run_1/m3.png
Scale: 4 px per micron. Cells faint in the background.
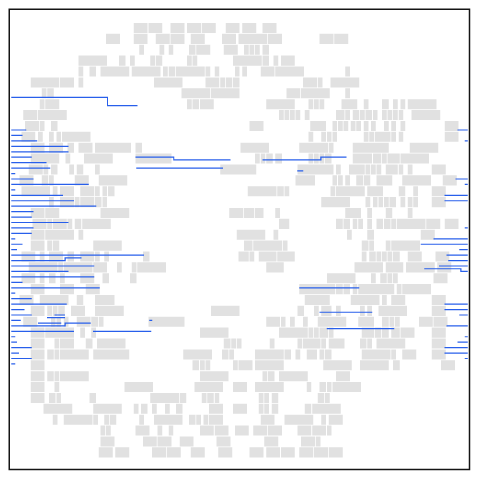
run_1/clock_wires.png
Scale: 3 px per micron.
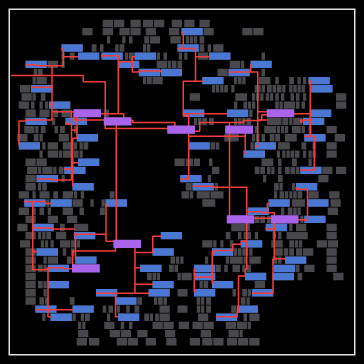
run_1/port_trees.png
Scale: 2 px per micron.
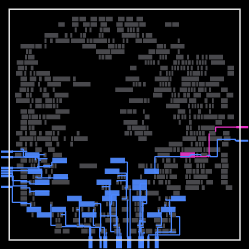
$ cat config.mk
export PLATFORM = sky130hd
export DESIGN_NAME = chunk_streamer
export DESIGN_NICKNAME = d
export VERILOG_FILES = /design/src/rtl/chunk_streamer.sv
export SDC_FILE = /design/constraint.sdc
export NUM_CORES = 1
export LEC_CHECK = 0
export ABC_AREA = 1
export CAP_MARGIN = 20
export CORE_MARGIN = 2
export CORE_UTILIZATION = 25
export DETAILED_ROUTE_END_ITERATION = 6
export PLACE_DENSITY = 0.59
export SLEW_MARGIN = 20
export SYNTH_ARGS = -nofsm -noshare
export SYNTH_HDL_FRONTEND = slang
export SYNTH_SLANG_ARGS = --single-unit
$ cat constraint.sdc
create_clock -name clk -period 2.88 [get_ports clk]
set_input_delay 0.288 -clock clk [delete_from_list [all_inputs] [get_ports clk]]
set_output_delay 0.288 -clock clk [all_outputs]
set_load 0.02 [all_outputs]
$ cat src/rtl/chunk_streamer.sv
// chunk_streamer: writes audio samples into a chunk buffer and streams the
// processed samples back out of the previous chunk at the same index.
module chunk_streamer #(
   parameter int SAMPLE_SIZE      = 24,
   parameter int IO_BUFF_SIZE     = 64,
   parameter int IO_BUFF_PTR_BITS = $clog2(IO_BUFF_SIZE)
) (
   input  logic                        clk,
   input  logic                        rst,
   input  logic                        in_sample_valid,
   input  logic [SAMPLE_SIZE-1:0]      in_sample,
   output logic [IO_BUFF_PTR_BITS-1:0] input_buff_wr_ptr,
   output logic [SAMPLE_SIZE-1:0]      input_buff_wr_data,
   output logic                        input_buff_wr_en,
   output logic [IO_BUFF_PTR_BITS-1:0] output_buff_rd_ptr,
   input  logic [SAMPLE_SIZE-1:0]      output_buff_rd_sample,
   output logic                        chunk_pulse,
   output logic [SAMPLE_SIZE-1:0]      out_sample,
   output logic                        out_sample_valid,
   output logic                        overrun,
   output logic [15:0]                 chunk_count
);
   typedef enum logic [1:0] {S_IDLE = 2'd0, S_WR = 2'd1, S_RD = 2'd2} state_t;
   localparam logic [IO_BUFF_PTR_BITS-1:0] LAST = IO_BUFF_PTR_BITS'(IO_BUFF_SIZE - 1);
   state_t                      state, state_nxt;
   logic [IO_BUFF_PTR_BITS-1:0] ptr;
   logic [SAMPLE_SIZE-1:0]      sample_q;
   logic                        primed;
   logic                        accept, busy, wrap;
   assign accept             = (state == S_IDLE) && in_sample_valid;
   assign busy               = (state == S_WR) || (state == S_RD);
   assign wrap               = ptr == LAST;
   assign input_buff_wr_ptr  = ptr;
   assign output_buff_rd_ptr = ptr;
   assign input_buff_wr_data = sample_q;
   assign input_buff_wr_en   = state == S_WR;
   // state register; reset always lands in idle
   always_ff @(posedge clk) state <= !rst ? S_IDLE : state_nxt;
   // next state: accept only in idle, then one write cycle and one read cycle; illegal codes fall to idle
   always_comb begin
      state_nxt = S_IDLE;
      state_nxt = accept ? S_WR : (state == S_WR) ? S_RD : S_IDLE;
   end
   // datapath: sample capture, output register, pointer/chunk bookkeeping and overrun flag
   always_ff @(posedge clk) begin
      if (!rst) begin
         ptr              <= '0;
         sample_q         <= '0;
         primed           <= 1'b0;
         overrun          <= 1'b0;
         chunk_count      <= 16'd0;
         out_sample       <= '0;
         out_sample_valid <= 1'b0;
         chunk_pulse      <= 1'b0;
      end else begin
         if (accept) sample_q <= in_sample;
         if (in_sample_valid && busy) overrun <= 1'b1;
         out_sample_valid <= (state == S_RD) && primed;
         chunk_pulse      <= (state == S_RD) && wrap;
         if (state == S_RD) begin
            out_sample <= output_buff_rd_sample;
            ptr        <= wrap ? '0 : ptr + 1'b1;
            if (wrap) begin
               primed      <= 1'b1;
               chunk_count <= chunk_count + 16'd1;
            end
         end
      end
   end
endmodule

==> results.txt, run 1 <==
run results: final wirelength=8200 microns, filler cell count=1227, fin nets=580, fmax=537 MHz, CP max stage cell=clkinv_1, Yosys warning total=0, hold_buf cts=0, Synth Area per Inst=7.62 sq um, H-tree depth=3, tool warning count=28, Post-synth regs=76, Crit. End Element=register, unrepaired setup endpoints after global routing=no, Area Growth Syn to Fin=54.5%, WL per Instance=12.1 microns, die area=0.0131 sq mm, Leak=0.00197 uW, P per Cell Area=518 mW/mm^2, Syn Std Cell Area=0.00306 sq mm, # diodes=0, gr ovfl total=0, Hold Violations, Final=0, Area leader share=49.7%, Initial Utilization=25.6%, clock slew at reported path FFs=0.06 ns, total negative slack=0 ns, cells after synthesis=402, CTS tree=built, register area=0.00152 sq mm, Core Box Area=0.0120 sq mm, chip width=115 microns, clock sink count=76, Slew Limit Fails=0, critical path class=register to register, fin crit period=1.86 ns, period utilization=64.6%, post-synthesis cell type count=27, vias per cell=4.30, Worst Path Max Fanout=26, final setup fails=0, total CTS buffers=9, dpl hpwl=5830 microns, synth top area cells=dfxtp_1 (50%), nand2_1 (12%), nor2_1 (9.8%), layout cells sized above 1=6.62%, die height=115 microns, number of post-CTS setup repair buffers=0, Cell Rows=40, Max-Slew Margin vs Limit=54.4%, crit path DAT=2.07 ns, status=complete, no violations, Worst setup SP type=register, Clock Path Buffers=2, DRT Pass-1 Iters=4, Yosys Instances=402, Placer Congestion=0.761, post-layout util=39.6%, area reported by Yosys stat=0.00306 sq mm, Critical Path RT=3.09 ns, wire length of the first global-routing pass=13300 microns, largest net degree at the start of global routing=62, Seq share, synth=49.7%, Gate Area=0.00133 sq mm, initial antenna violation count=0, CTS-repair resized insts=0, worst min path class=input port to register, clk_skew=0.00377 ns, max cap viols=0, setup slack after layout=1.02 ns, initial drt markers=110, number of global-route vias before repair=2807, Most common cell on crit path=nor2_1, ANT nets after route=0, maximum VDD drop=0.000226 V, pre-CTS WS=0.972 ns, Synth area leader=dfxtp_1, DRC=0, post-synth net total=458, CP peak stage delay=0.63 ns, clk_lat worst skew=0.32 ns, CP cell instances=inv_1, ha_1, clkinv_1, nor2_1, nor2_1, GRT Util Overall=12.8%, Worst-Margin Slew=0.680 ns, Vias=2904, CTS root buffer=clkbuf_16
-- m3.png (at the start) --
The longest straight run is 32.9 microns. The layer carries 655 microns of wire. The layer holds 8.0% of the routed length. The wires run mostly horizontal. 74 nets have wire on it.

-- clock_wires.png (at the start) --
Key: red = clock wires [length 1080 microns]; purple = clock-net drivers [count 9]; blue = flip-flops [count 76]
Position of the flops: spread over the die. There are 10 routed clock nets.

-- port_trees.png (at the start) --
Key: blue = out_sample [direction output, edge 16 bottom, 7 left, 1 right, end cells 24, wire 755 microns]; magenta = out_sample_valid [direction output, edge right, end cells 1, wire 33.3 microns]
io pins: 131
# port buffers: 130

==> run 1: sequential cells by signal (all words and copies together) (netlist names) <==
| name | flops |
|---|---|
| chunk_count | 16 |
| chunk_pulse | 1 |
| input_buff_wr_data | 24 |
| input_buff_wr_ptr | 6 |
| out_sample | 24 |
| out_sample_valid | 1 |
| overrun | 1 |
| primed | 1 |
| state | 2 |
==> run 1: through the flow <==
step | hold WS, ns | power (uW) | std cells | cell area [sq um]
after detailed placement | 0.438 | 1410 | 660 | 4450
after floorplan | 0.391 | 1250 | 402 | 3060
final | 0.406 | 2450 | 676 | 4730
after CTS | 0.410 | 2500 | 676 | 4730
after global routing | 0.456 | 2570 | 676 | 4730
after global placement | 0.445 | 1410 | 660 | 4450
==> run 1: area by class of cell <==
class                      count  share of cell area (%)
tap                          147                    3.89
clock buffer                  15                    5.87
inverter                      22                    1.75
sequential                    76                    32.2
clock inverter                 1                   0.106
multi-input combinational    281                    28.2
timing repair buffer         134                    28.0
==> run 1: cells in the final DEF, fill, tap and decap left out, drive strengths merged <==
master         instances
nand3                 36
buf                    5
ha                     5
o21bai                 1
clkinv                 2
o21ai                 30
nor3b                  1
nor3                   5
clkbuf                15
inv                   21
nor2                  90
xor2                   2
and3                   1
dfxtp                 76
nand2                100
a21oi                  9
clkdlybuf4s50        129
xnor2                  1
==> run 1: cells by family after synthesis <==
kind of cell             synth area share, %
XOR/XNOR                               0.858
AND/OR/NAND/NOR                         33.9
flip-flops                              49.7
adder cells (fa/ha/maj)                 2.04
buffers and inverters                   6.74
AND-OR/OR-AND                           6.74
==> run 1: routing by layer <==
| metal | vias up | wire length [microns] | track usage [%] |
|---|---|---|---|
| met2 | 88 | 3790 | 21.1 |
| met5 | - | 0 | 0 |
| li1 | 1507 | - | - |
| met1 | 1302 | 3660 | 15.2 |
| met3 | 7 | 654 | 5.29 |
| met4 | 0 | 88 | 3.90 |
==> run 1: where the power goes <==
part	leakage [uW]	switching, uW	internal (uW)
logic	0.00121	134	144
registers	0.000618	20.3	1090
clock network	0.000140	409	654
total	0.00197	563	1890
==> run 1: synth_stat cells (all sizes together) <==
| cell type | instances |
|---|---|
| buf | 15 |
| o21bai | 1 |
| nor2 | 90 |
| nand3 | 36 |
| o21ai | 30 |
| and3 | 1 |
| dfxtp | 76 |
| a21oi | 9 |
| clkbuf | 8 |
| xnor2 | 1 |
| inv | 21 |
| nand2 | 100 |
| nor3b | 1 |
| clkinv | 1 |
| nor3 | 5 |
| xor2 | 2 |
| ha | 5 |
==> run 1: critical path, delay by kind of cell, from the launching register on <==
kind / cells / cell delay, ns
AND/OR/NAND/NOR: 2 / 0.38
buffers and inverters: 2 / 0.71
adder cells (fa/ha/maj): 1 / 0.35
flip-flops: 1 / 0.31
==> run 1: final timing paths <==
check             startpoint                to  slack [ns]  cells past startpoint
setup / recovery    state[0]    out_sample[23]        1.02                      5
hold / removal           rst    chunk_count[8]        0.41                      3
setup reg to reg    state[0]    out_sample[23]        1.02                      5
hold reg to reg       primed  out_sample_valid        0.44                      2
==> run 2: changes to the inputs <==
==> constraint.sdc (replaced) <==
create_clock -name clk -period 1.9 [get_ports clk]
set_input_delay 0.19 -clock clk [delete_from_list [all_inputs] [get_ports clk]]
set_output_delay 0.19 -clock clk [all_outputs]
set_load 0.02 [all_outputs]
==> run 2 against run 1 <==
Register-to-register slack got worse by 0.77 ns. Hold slack got worse by 0.080 ns. Critical path depth fell by 2. Largest cell class unchanged. Wire length rose by 3.7%. Count of clock-buffer cells in the layout fell by 5. Utilization rose by 0.69 points. Highest routed layer is now met5. Sequential share of layout area fell by 0.55 points. Sequential power rose by 51%.
==> results.txt, run 2 <==
run results: status=complete, no violations, critical path class=register to output pin, # port buffers=130 (unchanged), Placer Congestion=0.756 (-0.64%), DRT Pass-1 Iters=4 (unchanged), io pins=131 (unchanged), Crit. End Element=output pin, chip width=115 microns (unchanged), Clock Path Buffers=2 (unchanged), final setup fails=0 (unchanged), die area=0.0131 sq mm (unchanged), synth top area cells=dfxtp_1 (50%), nand2_1 (12%), nor2_1 (9.8%), wire length of the first global-routing pass=13800 microns (+3.4%), unrepaired setup endpoints after global routing=no, most numerous logic cells after layout=clkdlybuf4s50_1 (129), nand2_1 (96), nor2_1 (80), Sw Share=22.3% (-0.72 points), Leak=0.00200 uW (+1.9%), die height=115 microns (unchanged), fmax=575 MHz, Worst-Margin Slew=0.609 ns (-0.0711 ns), largest net degree at the start of global routing=62 (unchanged), fin crit period=1.74 ns, worst min path class=input port to register, clock sink count=76 (unchanged), Worst Path Max Fanout=2 (-92%), layout cells sized above 1=7.53% (+0.92 points), area reported by Yosys stat=0.00306 sq mm (unchanged), maximum VDD drop=0.000367 V (+62%), initial drt markers=130 (+18%), Slew Limit Fails=0 (unchanged), Area Growth Syn to Fin=57.2%, Vias=2995 (+3.1%), main flop type after synthesis=dfxtp_1, Worst R2R Path Depth=7 (+2), commonest cells in the netlist=nand2_1 (96), nor2_1 (80), dfxtp_1 (76), nand3_1 (34), o21ai_0 (30), Hold Path Depth=3 (unchanged), number of post-CTS setup repair buffers=0 (unchanged), filler cell count=1225 (-0.16%), Seq share, synth=49.7% (unchanged), post-place instance area=0.00446 sq mm (+0.34%), total CTS buffers=9 (unchanged), count leader, synth=nand2_1, design area=0.00481 sq mm (+1.7%), post-synthesis cell type count=27 (unchanged), Comb power frac=10.3% (-1.0 points), period utilization=91.5%, Area leader share=49.7% (unchanged), Synth Area per Inst=7.62 sq um (unchanged), Hold Violations, Final=0 (unchanged), Worst setup SP type=register, vias per cell=4.42 (+2.8%), gr ovfl total=0 (unchanged), P per Cell Area=853 mW/mm^2 (+65%), clock share of power=48.6% (+5.2 points), asr flop ratio synth=0% (unchanged), WL per Instance=12.5 microns (+3.4%), DRC=0 (unchanged), Max-Slew Margin vs Limit=59.4% (+5.0 points), tool warning count=28 (unchanged), clk_lat worst skew=0.33 ns (about the same), initial antenna violation count=1 (+1), final wirelength=8510 microns (+3.7%), ANT nets after route=0 (unchanged), total negative slack=0 ns (unchanged), max cap viols=0 (unchanged), Top cell excl fill/tap=clkdlybuf4s50_1, Yosys Instances=402 (unchanged), fin nets=582 (+0.34%), sequential share of power=41.0% (-4.3 points), cells after synthesis=402 (unchanged), Critical Path RT=1.71 ns (-1.38 ns), number of global-route vias before repair=2847 (+1.4%), clock slew at reported path FFs=0.06 ns (about the same), Initial Utilization=25.6% (unchanged), Syn Std Cell Area=0.00306 sq mm (unchanged), dpl hpwl=6040 microns (+3.6%), hold_buf cts=0 (unchanged), CTS root buffer=clkbuf_16, Post-synth regs=76 (unchanged), post-synth net total=458 (unchanged), internal power=3190 uW (+69%), CTS-repair resized insts=0 (unchanged), Switch Pwr=913 uW (+62%), clk_skew=0.00460 ns (+0.000824 ns), H-tree depth=3 (unchanged), Core Box Area=0.0120 sq mm (unchanged), crit path DAT=1.55 ns (-0.52 ns), EDFF count, synth=0 (unchanged), Cell Rows=40 (unchanged), Synth area leader=dfxtp_1, # diodes=0 (unchanged), Yosys warning total=0 (unchanged), CTS tree=built
## run 2: power groups by stage
stage / Combinational (uW) / Clock [uW] / Sequential [uW]
2_1_floorplan: 111 / 0 / 1780
3_3_place_gp: 426 / 0 / 1720
3_5_place_dp: 430 / 0 / 1720
4_1_cts: 431 / 2050 / 1680
5_1_grt: 460 / 2110 / 1690
6_report: 425 / 2000 / 1680
## run 2: kinds of logic (layout without fill, tap and decap cells)
| family | count (synthesis) | in the layout | synth area share [%] |
|---|---|---|---|
| adders and majority gates | 5 | 5 | 2.04 |
| AOI/OAI and AO/OA | 40 | 40 | 6.74 |
| and+or+nand+nor | 233 | 233 | 33.9 |
| DFF | 76 | 76 | 49.7 |
| xor gates and xnor gates | 3 | 3 | 0.858 |
| buffers and inverters | 45 | 174 | 6.74 |
## run 2: critical path, stage by stage, from the launching register on
cell and delay, ns:
dfxtp_1 0.31, inv_1 0.07, ha_1 0.17, clkdlybuf4s50_1 0.66
## run 2: through the flow
step                util (%)  hold slack, ns  std cells  setup slack, ns  total power (uW)
floorplan                  -           0.293        402            0.435              1890
global placement        37.3           0.457        662            0.336              2140
detailed placement      37.3           0.452        662            0.258              2150
CTS                     40.2           0.323        678            0.120              4170
global route            40.2           0.368        678           0.0517              4260
finish                  40.2           0.326        678            0.162              4100
## run 2: final timing paths
| kind | startpoint | endpoint | slack, ns |
|---|---|---|---|
| hold / removal | rst | chunk_count[5] | 0.33 |
| setup / recovery | state[1] | input_buff_wr_en | 0.16 |
| setup reg to reg | state[0] | out_sample[9] | 0.25 |
| hold reg to reg | primed | out_sample_valid | 0.46 |
## run 2: final cells by class
cell class | instances | area (sq um) | area share, %
sequential | 76 | 1520 | 31.6
timing repair buffer | 136 | 1340 | 27.9
multi-input combinational | 281 | 1330 | 27.7
clock buffer | 10 | 239 | 4.96
tap | 147 | 184 | 3.82
clock inverter | 6 | 111 | 2.31
inverter | 22 | 82.6 | 1.72
## run 2: metal layers
layer	GRT usage, %	part of all wire [%]
met1	16.4	45
met4	5.93	1.7
met3	3.55	6.8
met5	0	0.082
met2	21.7	46
run_2/congestion_map.png
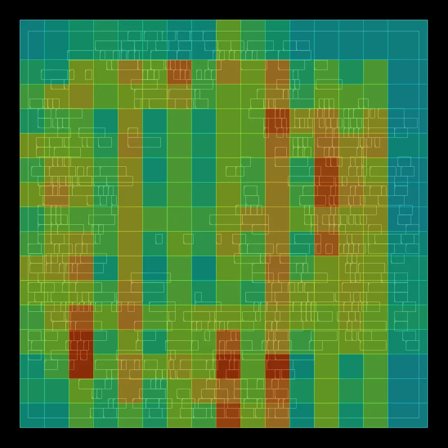
GRT Util Overall: 13.3%
GR Util met2: 21.7%

run_2/util_map.png
Scale: 3 px per micron. The die is cut into 11 by 11 equal tiles; dark blue is low, red is high, 0 to 100% covered.
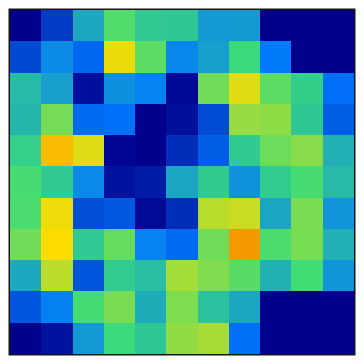
1.7% of the tiles are over 75% full. The mean over all tiles is 35%. The fullest tile reaches 83%.

==> run 3: changes to the inputs <==
--- a/config.mk
+++ b/config.mk
@@ -6,6 +6,7 @@
 export NUM_CORES = 1
 export LEC_CHECK = 0
 export ABC_AREA = 1
+export ABC_CLOCK_PERIOD_IN_PS = 1900
 export CAP_MARGIN = 20
 export CORE_MARGIN = 2
 export CORE_UTILIZATION = 25
@@ -15,3 +16,4 @@
 export SYNTH_ARGS = -nofsm -noshare
 export SYNTH_HDL_FRONTEND = slang
 export SYNTH_SLANG_ARGS = --single-unit
+export TNS_END_PERCENT = 100
==> run 3 against run 2 <==
Hold slack stayed put. Sequential share of layout area stayed put. Count of clock-buffer cells in the layout stayed put. Power stayed put. Worst setup slack stayed put. Die area stayed put. Sequential power hardly changed. Critical path depth stayed put. Maximum frequency stayed put. Synthesized cell count stayed put. Largest power group unchanged. Area after synthesis stayed put.
==> results.txt, run 3 <==
run results: P per Cell Area=853 mW/mm^2 (unchanged), Area leader share=49.7% (unchanged), crit path DAT=1.55 ns (about the same), setup slack after layout=0.162 ns (unchanged), Cell Rows=40 (unchanged), commonest cells in the netlist=nand2_1 (96), nor2_1 (80), dfxtp_1 (76), nand3_1 (34), o21ai_0 (30), Hold Violations, Final=0 (unchanged), area reported by Yosys stat=0.00306 sq mm (unchanged), CP cell instances=inv_1, ha_1, clkdlybuf4s50_1, wire length of the first global-routing pass=13800 microns (unchanged), Yosys warning total=0 (unchanged), Synth Area per Inst=7.62 sq um (unchanged), Worst setup SP type=register, max cap viols=0 (unchanged), Hold Path Depth=3 (unchanged), count leader, synth=nand2_1, initial antenna violation count=1 (unchanged), total CTS buffers=9 (unchanged), post-place instance area=0.00446 sq mm (unchanged), post-synthesis cell type count=27 (unchanged), DRT Pass-1 Iters=4 (unchanged), Post-Layout Cell Count=678 (unchanged), sequential share of power=41.0% (about the same), fmax=575 MHz (unchanged), Worst R2R Path Depth=7 (unchanged), DRC=0 (unchanged), # port buffers=130 (unchanged), Placer Congestion=0.756 (unchanged), Critical Path RT=1.71 ns (about the same), # diodes=0 (unchanged), cells after synthesis=402 (unchanged), H-tree depth=3 (unchanged), asr flop ratio synth=0% (unchanged), initial drt markers=130 (unchanged), Clock Path Buffers=2 (unchanged), post-synth net total=458 (unchanged), Placed Cells=662 (unchanged), Initial Utilization=25.6% (unchanged), clock share of power=48.6% (about the same), synth top area cells=dfxtp_1 (50%), nand2_1 (12%), nor2_1 (9.8%), Top cell excl fill/tap=clkdlybuf4s50_1, period utilization=91.5% (unchanged), Worst Path Max Fanout=2 (unchanged), number of post-CTS setup repair buffers=0 (unchanged), main flop type after synthesis=dfxtp_1, CP peak stage delay=0.66 ns (about the same), Seq share, synth=49.7% (unchanged), EDFF count, synth=0 (unchanged), maximum VDD drop=0.000367 V (unchanged), clk_skew=0.00460 ns (unchanged), Sw Share=22.3% (unchanged), r2r startpoint=state[0], io pins=131 (unchanged), layout cells sized above 1=7.53% (unchanged), fin crit period=1.74 ns (unchanged), most numerous logic cells after layout=clkdlybuf4s50_1 (129), nand2_1 (96), nor2_1 (80), Syn Std Cell Area=0.00306 sq mm (unchanged), gr ovfl total=0 (unchanged), Crit. End Element=output pin, Synth area leader=dfxtp_1, CTS tree=built, design area=0.00481 sq mm (unchanged), WL per Instance=12.5 microns (unchanged), CTS root buffer=clkbuf_16, number of global-route vias before repair=2847 (unchanged), final setup fails=0 (unchanged), Max-Slew Margin vs Limit=59.4% (unchanged), clock slew at reported path FFs=0.06 ns (about the same), Switch Pwr=913 uW (unchanged), Comb power frac=10.3% (about the same), chip width=115 microns (unchanged), Worst-Margin Slew=0.609 ns (unchanged), pre-CTS WS=0.258 ns (unchanged), critical path class=register to output pin, Worst path top cell family by delay=buffers and inverters, dpl hpwl=6040 microns (unchanged), clk_lat worst skew=0.33 ns (about the same), ANT nets after route=0 (unchanged), Area Growth Syn to Fin=57.2% (unchanged), r2r endpoint=out_sample[9], filler cell count=1225 (unchanged), internal power=3190 uW (unchanged), CP max stage cell=clkdlybuf4s50_1, Core Box Area=0.0120 sq mm (unchanged), Slew Limit Fails=0 (unchanged), largest net degree at the start of global routing=62 (unchanged), die area=0.0131 sq mm (unchanged), Post-synth regs=76 (unchanged), worst min path class=input port to register, Leak=0.00200 uW (unchanged), Gate Area=0.00133 sq mm (unchanged), status=complete, no violations, Yosys Instances=402 (unchanged), vias per cell=4.42 (unchanged), hold_buf cts=0 (unchanged), fin nets=582 (unchanged), die height=115 microns (unchanged), unrepaired setup endpoints after global routing=no
-- run 3: cell counts after synthesis --
No cell type changed its count.
-- run 3: worst max path at each step --
stage / from / end / slack, ns / depth (start not counted)
floorplan: input_buff_wr_ptr[0] / chunk_count[11] / 0.44 / 8
global placement: state[0] / out_sample[4] / 0.34 / 7
detailed placement: state[0] / out_sample[9] / 0.26 / 7
CTS: state[1] / input_buff_wr_en / 0.12 / 3
global route: state[0] / out_sample[6] / 0.05 / 7
finish: state[1] / input_buff_wr_en / 0.16 / 3
-- run 3: kinds of logic (layout without fill, tap and decap cells) --
kind of cell,after synthesis,in the layout,synth area share [%]
flip-flops,76,76,49.7
buffers and inverters,45,174,6.74
adder cells (fa/ha/maj),5,5,2.04
AND-OR/OR-AND,40,40,6.74
AND/OR/NAND/NOR,233,233,33.9
XOR/XNOR,3,3,0.858
-- run 3: metrics by stage --
stage / util, % / hold WS [ns] / power [uW]
after floorplan: - / 0.293 / 1890
after global placement: 37.3 / 0.457 / 2140
after detailed placement: 37.3 / 0.452 / 2150
after CTS: 40.2 / 0.323 / 4170
after global routing: 40.2 / 0.368 / 4260
final: 40.2 / 0.326 / 4100
-- run 3: routing by layer --
metal	GRT usage, %	wire length [microns]	vias to the layer above
li1	-	-	1512
met3	3.55	581	13
met1	16.4	3820	1362
met5	0	7	-
met4	5.93	148	2
met2	21.7	3950	106
-- run 3: worst reg2reg max path, stage by stage, from the launching register on --
cell and delay [ns]:
dfxtp_1 0.31, inv_1 0.08, ha_1 0.30, buf_4 0.31, clkinv_1 0.13, buf_4 0.23, nor2_1 0.13, nor2_1 0.05
-- run 3: power groups by stage --
stage / Clock (uW) / Sequential (uW) / Combinational, uW
after floorplan: 0 / 1780 / 111
after global placement: 0 / 1720 / 426
after detailed placement: 0 / 1720 / 430
after CTS: 2050 / 1680 / 431
after global routing: 2110 / 1690 / 460
final: 2000 / 1680 / 425
-- run 3: cell type report --
cell class              instances  area share [%]
well taps                     147            3.82
flip-flops and latches         76            31.6
clock inverters                 6            2.31
clock buffers                  10            4.96
inverters                      22            1.72
repair buffers                136            27.9
multi-input cells             281            27.7
run_3/m4.png
Scale: 3 px per micron. Supply wires on this layer in grey.
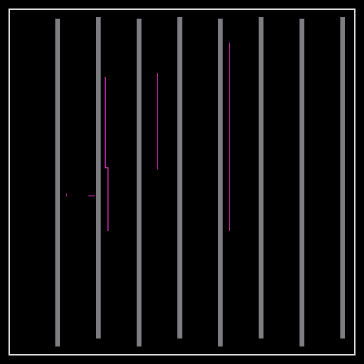
The longest straight run is 62.6 microns. 3 nets have wire on it. The layer carries 149 microns of wire. The wires run mostly vertical. The layer holds 1.8% of the routed length.
final wirelength: 8510 microns
Vias: 2995

run_3/port_trees.png
Scale: 2 px per micron.
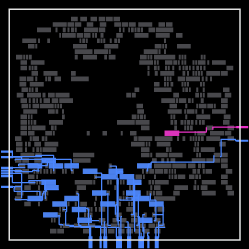
Key: magenta = out_sample_valid [direction output, edge right, end cells 1, wire 30.2 microns]; blue = out_sample [direction output, edge 16 bottom, 7 left, 1 right, end cells 24, wire 762 microns]

Power figures rest on the tool's default switching activity, not on a simulated workload.
